==> src/rtl/embcpu8k_oci_trace_pkg.sv <==
// Shared definitions for the OCI trace path: atom codes, frame layout and
// the DCT packer state encoding.
package embcpu8k_oci_trace_pkg;

  localparam int ATOM_W    = 2;
  localparam int MAX_ATOMS = 15;
  localparam int BUF_W     = ATOM_W * MAX_ATOMS;
  localparam int CNT_W     = 4;
  localparam int DROP_W    = 8;
  localparam int FRAME_W   = CNT_W + BUF_W;

  typedef enum logic [ATOM_W-1:0] {
    ATOM_NONE   = 2'b00,
    ATOM_TAKEN  = 2'b01,
    ATOM_NTAKEN = 2'b10,
    ATOM_EXC    = 2'b11
  } atom_e;

  typedef enum logic [1:0] {
    ST_IDLE  = 2'd0,
    ST_ACCUM = 2'd1,
    ST_PEND  = 2'd2
  } pack_state_e;

  // A closed frame as it travels to the trace FIFO: count on top, atoms below.
  typedef struct packed {
    logic [CNT_W-1:0] count;
    logic [BUF_W-1:0] buffer;
  } frame_t;

endpackage

==> src/rtl/embcpu8k_nios2_qsys_0_oci_dct_hold.sv <==
// One-entry valid/ready output register for closed DCT frames. Data is held
// stable while the downstream FIFO stalls; a new frame may load on the same
// edge the old one is accepted.
module embcpu8k_nios2_qsys_0_oci_dct_hold
  import embcpu8k_oci_trace_pkg::*;
(
  input  logic   clk,
  input  logic   reset_n,
  input  logic   load_i,
  input  frame_t data_i,
  input  logic   ready_i,
  output logic   valid_o,
  output frame_t data_o,
  output logic   free_o
);

  logic   valid_q;
  frame_t data_q;

  // The slot can take a frame when empty or when its occupant leaves this edge.
  assign free_o = !valid_q || ready_i;

  // Load a new frame, or drop the valid flag once the current one is accepted.
  always_ff @(posedge clk or negedge reset_n) begin
    if (!reset_n) begin
      valid_q <= 1'b0;
      // NOTE: the data register is reset too so the exported frame reads 0
      // after reset; it is a single word, not a RAM, so this costs nothing.
      data_q  <= '0;
    end else if (load_i) begin
      // NOTE: non-blocking assignments for all state so every flop samples
      // pre-edge values regardless of process ordering.
      valid_q <= 1'b1;
      data_q  <= data_i;
    end else if (valid_q && ready_i) begin
      valid_q <= 1'b0;
    end
  end

  assign valid_o = valid_q;
  assign data_o  = data_q;

endmodule

==> src/rtl/embcpu8k_nios2_qsys_0_oci_dct_packer.sv <==
// DCT packer: shifts 2-bit branch trace atoms into a 30-bit buffer, closes
// frames on full / flush / test end and hands them to the output register.
// While a closed frame waits for the output register (PEND) the accumulator
// is frozen and incoming atoms are counted as drops.
module embcpu8k_nios2_qsys_0_oci_dct_packer
  import embcpu8k_oci_trace_pkg::*;
(
  input  logic               clk,
  input  logic               reset_n,
  input  logic               atom_valid,
  input  logic [ATOM_W-1:0]  atom,
  input  logic               flush_req,
  input  logic               test_ending,
  input  logic               out_ready,
  output logic               out_valid,
  output logic [FRAME_W-1:0] out_data,
  output logic [BUF_W-1:0]   dct_buffer,
  output logic [CNT_W-1:0]   dct_count,
  output logic               overflow,
  output logic [DROP_W-1:0]  drop_count,
  input  logic               ovf_clear
);

  pack_state_e       state_q, state_d;
  logic [BUF_W-1:0]  buf_q, buf_d;
  logic [CNT_W-1:0]  cnt_q, cnt_d;
  logic              ovf_q, ovf_d;
  logic [DROP_W-1:0] drop_q, drop_d;

  logic              atom_ok;
  logic              close_req;
  logic [BUF_W-1:0]  app_buf;
  logic [CNT_W-1:0]  app_cnt;
  logic              frame_close;
  logic              hold_free;
  logic              hold_load;
  logic              drop;
  frame_t            frame_d;
  frame_t            hold_data;

  // Code 00 is a bubble: neither appended nor counted as a drop.
  assign atom_ok   = atom_valid && (atom != ATOM_NONE);
  assign close_req = flush_req || test_ending;

  // Post-append view of the accumulator; a same-cycle flush sees the new atom.
  assign app_buf = atom_ok ? {buf_q[BUF_W-ATOM_W-1:0], atom} : buf_q;
  assign app_cnt = cnt_q + CNT_W'(atom_ok);

  assign frame_close = (state_q != ST_PEND) &&
                       ((app_cnt == CNT_W'(MAX_ATOMS)) ||
                        (close_req && (app_cnt != '0)));

  // State register together with the accumulator and drop bookkeeping.
  always_ff @(posedge clk or negedge reset_n) begin
    if (!reset_n) begin
      state_q <= ST_IDLE;
      buf_q   <= '0;
      cnt_q   <= '0;
      ovf_q   <= 1'b0;
      drop_q  <= '0;
    end else begin
      state_q <= state_d;
      buf_q   <= buf_d;
      cnt_q   <= cnt_d;
      ovf_q   <= ovf_d;
      drop_q  <= drop_d;
    end
  end

  // Next-state: close hands off when the output slot is free, else parks in PEND.
  always_comb begin
    // NOTE: defaults first in every combinational block so no path leaves a
    // variable unassigned and infers a latch.
    state_d = state_q;
    unique case (state_q)
      ST_IDLE, ST_ACCUM: begin
        if (frame_close) begin
          state_d = hold_free ? ST_IDLE : ST_PEND;
        end else if (atom_ok) begin
          state_d = ST_ACCUM;
        end
      end
      ST_PEND: begin
        if (hold_free) begin
          state_d = ST_IDLE;
        end
      end
      default: state_d = ST_IDLE;
    endcase
  end

  // Outputs of the FSM: accumulator update, frame handoff and drop strobe.
  always_comb begin
    hold_load = 1'b0;
    drop      = 1'b0;
    buf_d     = buf_q;
    cnt_d     = cnt_q;
    frame_d   = '{count: cnt_q, buffer: buf_q};
    unique case (state_q)
      ST_IDLE, ST_ACCUM: begin
        if (frame_close) begin
          frame_d = '{count: app_cnt, buffer: app_buf};
          if (hold_free) begin
            hold_load = 1'b1;
            buf_d     = '0;
            cnt_d     = '0;
          end else begin
            buf_d = app_buf;
            cnt_d = app_cnt;
          end
        end else begin
          buf_d = app_buf;
          cnt_d = app_cnt;
        end
      end
      ST_PEND: begin
        drop = atom_ok;
        if (hold_free) begin
          hold_load = 1'b1;
          buf_d     = '0;
          cnt_d     = '0;
        end
      end
      default: begin
        buf_d = '0;
        cnt_d = '0;
      end
    endcase
  end

  // Sticky overflow and saturating drop counter; a clear beats a same-cycle drop.
  always_comb begin
    ovf_d  = ovf_q;
    drop_d = drop_q;
    if (ovf_clear) begin
      ovf_d  = 1'b0;
      drop_d = '0;
    end else if (drop) begin
      ovf_d = 1'b1;
      if (drop_q != '1) begin
        drop_d = drop_q + 1'b1;
      end
    end
  end

  embcpu8k_nios2_qsys_0_oci_dct_hold u_hold (
    .clk     (clk),
    .reset_n (reset_n),
    .load_i  (hold_load),
    .data_i  (frame_d),
    .ready_i (out_ready),
    .valid_o (out_valid),
    .data_o  (hold_data),
    .free_o  (hold_free)
  );

  assign out_data   = hold_data;
  assign dct_buffer = buf_q;
  assign dct_count  = cnt_q;
  assign overflow   = ovf_q;
  assign drop_count = drop_q;

endmodule
==> config.mk <==
export PLATFORM = sky130hd
export DESIGN_NAME = embcpu8k_nios2_qsys_0_oci_dct_packer
export DESIGN_NICKNAME = d
export VERILOG_FILES = /design/src/rtl/embcpu8k_oci_trace_pkg.sv /design/src/rtl/embcpu8k_nios2_qsys_0_oci_dct_hold.sv /design/src/rtl/embcpu8k_nios2_qsys_0_oci_dct_packer.sv
export SDC_FILE = /design/constraint.sdc
export NUM_CORES = 1
export LEC_CHECK = 0
export ABC_AREA = 0
export CAP_MARGIN = 20
export CORE_MARGIN = 1
export CORE_UTILIZATION = 40
export DETAILED_ROUTE_END_ITERATION = 16
export PLACE_DENSITY_LB_ADDON = 0.08
export SLEW_MARGIN = 20
export SYNTH_ARGS = -nofsm -noshare
export SYNTH_HDL_FRONTEND = slang
export SYNTH_HIERARCHICAL = 1
export SYNTH_SLANG_ARGS = --single-unit
==> constraint.sdc <==
create_clock -name clk -period 5.15 [get_ports clk]
set_input_delay 1.03 -clock clk [delete_from_list [all_inputs] [get_ports clk]]
set_output_delay 1.03 -clock clk [all_outputs]
set_load 0.01 [all_outputs]
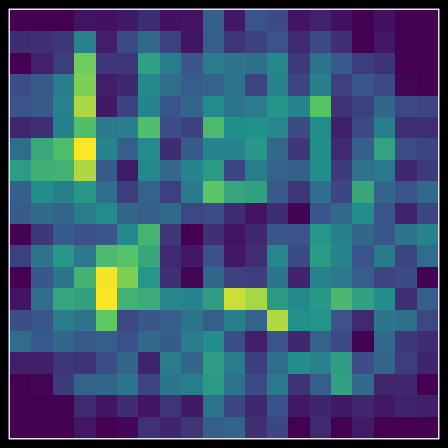
*Routed metal per tile, run 1*
20 x 20 tiles, from dark purple (low) to yellow (high), scaled to the fullest tile. Values are wire area over tile area, all layers added.
fullest tile: 0.41
nearly empty tiles: 9.2%
emptiest ninth of the die: top right

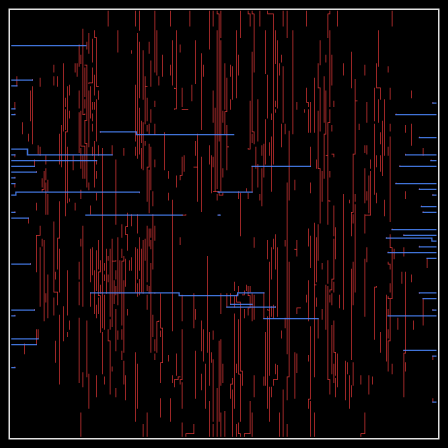
*Routed metal, one colour a layer, run 1*
Two of the layers only.
| colour | layer | wire length |
|---|---|---|
| blue | metal 3 | 417 µm |
| red | metal 2 | 3,760 µm |

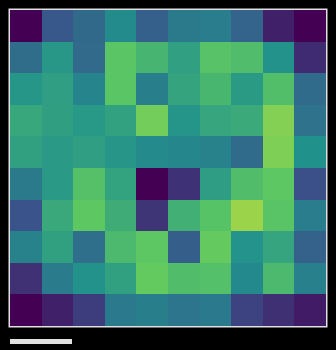
*Placement density heat map, run 1*
The bar under the picture is 20 µm long. 10 x 10 tiles, from dark purple (low) to yellow (high), 0 to 100% covered.
mean over tiles: 48%
nearly empty tiles: 4.0%
tiles over 75% full: 6.0%
emptiest ninth of the die: bottom left

==> metrics.csv, run 1 <==
metric,value,unit
crit-path max FO,24,
DR vias,2484,
Final Hold Fails,0,
IO Port Bufs,86,
Routed met3 length,416,µm
Mapped Area,3940,µm²
Post-synth EDFFs,0,
Worst Setup EP,u_hold/data_o[29]$_DFFE_PN0P_,
simple-gate area share of the yosys netlist,5.303,%
Clock Power Share,25.5,%
initial DRC count,102,
Data buffer area share,17.85,%
CTS Buffer Depth,2,
Cells after Synth,270,
first-pass GRT wire length,12800,µm
status,"complete, no violations",
Clock buf/inv share,4.369,%
max-slew violations,0,
Max Fclk,256.2,MHz
clk latency late pin,0.35,ns
post-synth top area cell,dfrtp_1,
MUX area fraction,24.74,%
Worst Skew,0.01300,ns
reg2reg end,u_hold/data_o[29]$_DFFE_PN0P_,
share of cells above drive strength 1,26.74,%
pre-CTS WS,0.8465,ns
P_sw,0.6874,mW
root buffer cell,clkbuf_8,
TNS Setup,0,ns
H-tree levels,3,
Flop area,2002,µm²
global-route met2 utilization,25.27,%
CLK BUF,10,
Final Non-Filler Cells,488,
crit-path leading delay family,AND-OR/OR-AND gates,
fraction of area in registers,39.50,%
FF-to-FF path depth,9,
internal power,1.322,mW
grt met1 use,21.66,%
die footprint,10250,µm²
initial antenna violation count,0,
Slew Limit Headroom,44.78,%
Num CTS Buffers,9,
post-synthesis adder-cell area fraction,0.9527,%
crit end category,register,
row cnt,35,
final setup fails,0,
total core area,9371,µm²
busiest layer in global routing,met2,
reg2reg setup slack,2.31,ns
met3 usage,5.383,%
Max VDD drop,0.0002197,V
Worst-path clk slew,0.08,ns
max reg flops,34,
Comb area share,34.95,%
Most Frequent Cell on Critical Path,ha_1,
DR vias/cell,5.090,
slowest CP cell,clkdlybuf4s50_1,
remaining routing DRC violations,0,
unrepaired setup endpoints after global routing,no,
metal1 wirelength,3616,µm
clock group power,0.512,mW
### Clock routing, run 1

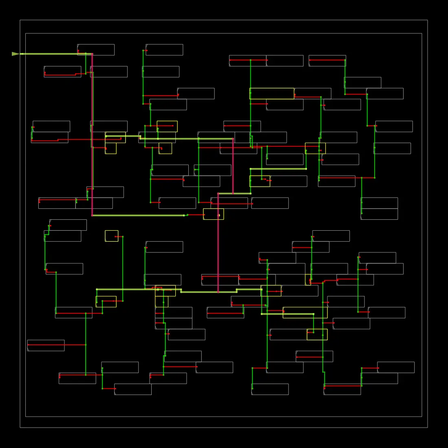

==> run 2: changes to the inputs <==
==> constraint.sdc (replaced) <==
create_clock -name clk -period 3.5 [get_ports clk]
set_input_delay 0.7 -clock clk [delete_from_list [all_inputs] [get_ports clk]]
set_output_delay 0.7 -clock clk [all_outputs]
set_load 0.01 [all_outputs]
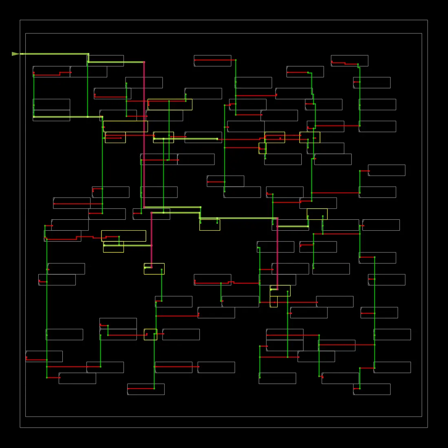
*Clock routing, run 2*
clk latency late pin: 0.34 ns
Worst Skew: 0.007267 ns
Flops: 80

==> metrics.csv, run 2 <==
metric,value,unit
CTS Buffer Depth,2,
slowest CP cell,clkdlybuf4s50_1,
drt wl/cell,15.97,µm
Max Fclk,316.5,MHz
Most Frequent Cell on Critical Path,ha_1,
simple-gate area share of the yosys netlist,5.303,%
crit-path max FO,11,
number of global-route vias before repair,2588,
H-tree levels,3,
reg2reg setup slack,0.93,ns
Data buffer area share,19.78,%
max-slew violations,0,
crit path time final,3.160,ns
busiest layer in global routing,met2,
Num CTS Buffers,9,
GRT Resource Usage Total,16.59,%
grt met1 use,22.14,%
Worst-path clk slew,0.08,ns
TNS Setup,0,ns
Max Cap Viol,0,
reg2reg end,u_hold/data_o[2]$_DFFE_PN0P_,
placed insts,482,
die footprint,10250,µm²
post-synthesis adder-cell area fraction,0.9527,%
Final Non-Filler Cells,497,
DR vias/cell,5.000,
CLK BUF,9,
global-route met2 utilization,25.64,%
FF-to-FF path depth,9,
Slew Limit Headroom,51.54,%
row cnt,35,
crit-path leading delay family,AND-OR/OR-AND gates,
total core area,9371,µm²
post-synth top area cell,dfrtp_1,
internal power,2.120,mW
MUX area fraction,24.74,%
initial DRC count,66,
Clock buf/inv share,4.471,%
final setup fails,0,
DR vias,2485,
combinational power,1.23,mW
share of cells above drive strength 1,28.80,%
initial antenna violation count,0,
Final Hold Fails,0,
root buffer cell,clkbuf_8,
Clock Power Share,25.4,%
first-pass GRT wire length,13220,µm
Comb area share,34.04,%
crit end category,register,
DR top layer,met4,
Cells after Synth,270,
Flop area,2002,µm²
Max VDD drop,0.0003464,V
Routed met3 length,403,µm
Mapped Area,3940,µm²
P_sw,1.015,mW
IO Port Bufs,86,
status,"complete, no violations",
fraction of area in registers,38.46,%
clock group power,0.796,mW
No activity file was given, so power comes from the tool's default toggle rates.
